Placement by cell class:
Drawn at 10 px/um. Fill, decap, tap and diode cells in gray.
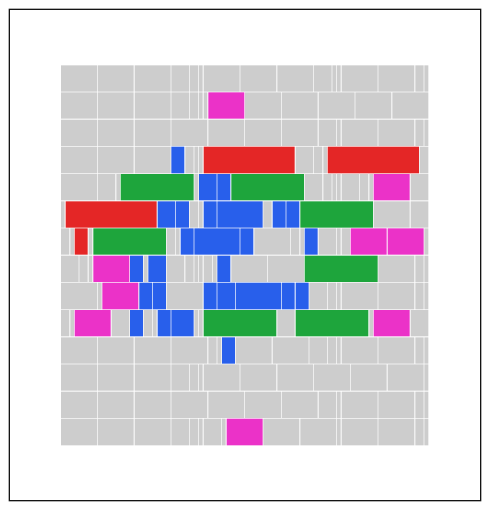
Close-up of the layout:
Window x 25 to 45, y 27 to 47 um. Cells in gray, sequential cells in the stronger gray; small squares are vias.
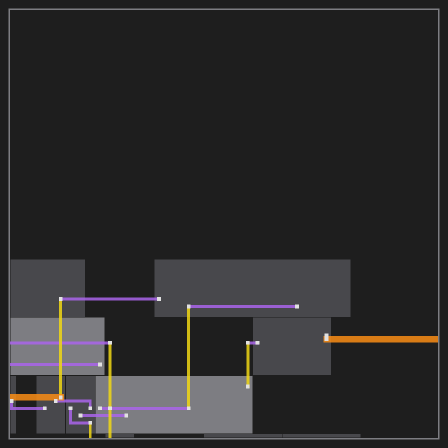
Design frame_sequencer, sky130hd; sources not shown.
==> results.cfg <==
; synthesis and place-and-route metrics
[worst_setup_path]
critical-path-top-delay-family = buffers and inverters
worstPathMaxFanout = 5
crit_type = reg2out
ff2ff_path_depth = 4
slowest_delay_ns = 0.53
start_kind = flop
cp_num_cells = 1
path_buffers = 1
cp.required_ns = 2.00
slowest_stage = clkdlybuf4s50_1
crit_chain = clkdlybuf4s50_1
endpoint_kind = output port
arrival_ns = 1.14
ff2ff_setup_slack_ns = 1.30

[sta]
final-max-slew-violation-count = 0
finalSetupViolations = 0
fin_crit_ns = 1.494
hold_viol = 0
finalCritPeriodShare_pct = 63.60
fmax_mhz = 669.1
timing.slew.headroom_pct = 89.11
tightest_slew_ns = 0.1631
fin_ws_ns = 0.8555
rsz0062_at_grt = no
final.setup_skew_ns = 0.0005745
finalSetupTns_ns = 0

[logic_synthesis]
synthesis.instances = 34
synth_nets = 48
synth_chip_area_um2 = 275.3
top_area_cell = dfxtp_1
ys_seq_share_pct = 50.91
netlist_area_um2 = 275.3
synth-cells-yosys = 34
syn_avg_cell_area_um2 = 8.096
ys_warn_count = 0
synth_top_area_share_pct = 50.91
synth_flops = 7
ys_types = 8
area_leaders = dfxtp_1, ha_1, nand2_1, inv_1, a21oi_1

[grt]
grt_max_degree = 6
grt_antenna_before_repair = 0
overflow = 0
grt_pass1_vias = 200
grt_pass1_wl_um = 759
grtUsageTotal_pct = 4.944

[clock_tree]
hold_buffers = 0
cts_tree = built
cts_root_buffer = clkbuf_16
htreeDepth = 1
clockBufferDepth = 2
clkTransAtPathRegs_ns = 0.04
post_cts_resized = 0
cts_setup_buffers = 0
clock-sinks = 7
clkLatencyLatePin_ns = 0.23
numCtsBuffers = 3

[final_layout]
largest_reg_flops = 3
lay_top_cells = nand2_1, clkdlybuf4s50_1, inv_1, dfxtp_1, nor2_1
syn_to_final_growth_pct = 68.64
nets = 62
n_fill_cell = 156
drive_above_1_share_pct = 8.511
insertedDiodeCount = 0
final_cell_area_um2 = 464.2

[run]
warning_count = 34
maxCapViolations = 0

[pwr]
p_switching_w = 0.00006593
power_frac_clock_pct = 67.7
combPwrFrac_pct = 2.9
sw_frac_of_total_pct = 15.90
peakVddDrop_v = 0.0004937
total_leakage_power_nw = 0.1999
total_power_w = 0.0004145
power_frac_seq_pct = 29.4
powerDensity_nw_per_um2 = 893.0
p_int_w = 0.0003486

[placed_design]
place_area_um2 = 385.4
dpl_worst_slack_ns = 1.003
io_buffers = 9
gp_congestion = 0.7246
hpwl_um = 382.9

[min_path]
hp-class = reg2reg
hold_depth = 1

[route]
drtIter0Drc = 2
wl_per_cell_um = 7.587
routed_wl_um = 478
antenna_left = 0
drt-vias-per-instance = 3.683
drc_errors = 0
vias = 232
drtPass1Iterations = 2

[floorplanning]
die_area_um2 = 2303
fp.dieH_um = 49
pin_count = 17
initCoreUtil_pct = 19.64
die_w_um = 47
core-area_um2 = 1401

[outcome]
status = finished clean
Back to the opening pictures, 'placement by cell class':
- sequential cells: green (cells 7)
- combinational and other logic: blue (cells 27)
- remaining buffers and delay cells: magenta (cells 9)
- clock drivers and dummy loads: red (cells 4)
FP Rows: 14
fraction of area in registers: 30.19%
Final Util: 33.13%

Back to the opening pictures, 'close-up of the layout':
- metal 3: orange
- metal 1: purple
- metal 2: yellow
- cells with their middle in the window: 6
- most frequent: dfxtp_1 (2)
- sequential cells in the window: 2

## per-stage QoR
step,hold WS (ns),util [%],cells
2_1_floorplan,0.4249,-,34
3_3_place_gp,0.4634,27.50,59
3_5_place_dp,0.4722,27.50,59
4_1_cts,0.4811,33.13,63
5_1_grt,0.4940,33.13,63
6_report,0.4766,33.13,63
## per-layer routing
metal	vias to the layer above	part of all wire [%]	GRT usage, %
met5	-	0	0
li1	129	-	-
met3	0	15	6.642
met4	0	0	0
met2	12	41	6.109
met1	91	43	5.543
## synthesized netlist by cell type
master   count
a21oi_1      3
dfxtp_1      7
ha_1         3
inv_1        6
nand2_1      9
nand3_1      1
nor2_1       4
nor2_2       1
## cell families (layout without fill, tap and decap cells)
kind of cell,Yosys count,in the layout,synth area share (%)
simple gates,15,15,21.82
flops,7,7,50.91
buf+inv,6,19,8.181
fa+ha+maj,3,3,13.64
compound gates,3,3,5.453
## power groups by stage
stage | Sequential (W) | Combinational [W] | Clock (W)
floorplan | 0.000123 | 0.00000431 | 0
global placement | 0.000123 | 0.0000120 | 0
detailed placement | 0.000124 | 0.0000122 | 0
CTS | 0.000122 | 0.0000122 | 0.000288
global route | 0.000122 | 0.0000137 | 0.000297
finish | 0.000122 | 0.0000120 | 0.000281
## layout make-up
| cell class | instances | area, um2 | area share (%) |
|---|---|---|---|
| Clock buffer | 3 | 75.07 | 16.17 |
| Multi-Input combinational cell | 21 | 112.6 | 24.26 |
| Clock inverter | 1 | 3.754 | 0.8086 |
| Sequential cell | 7 | 140.1 | 30.19 |
| Inverter | 6 | 22.52 | 4.852 |
| Timing Repair Buffer | 9 | 90.09 | 19.41 |
| Tap cell | 16 | 20.02 | 4.313 |
No activity file was given, so power comes from the tool's default toggle rates.
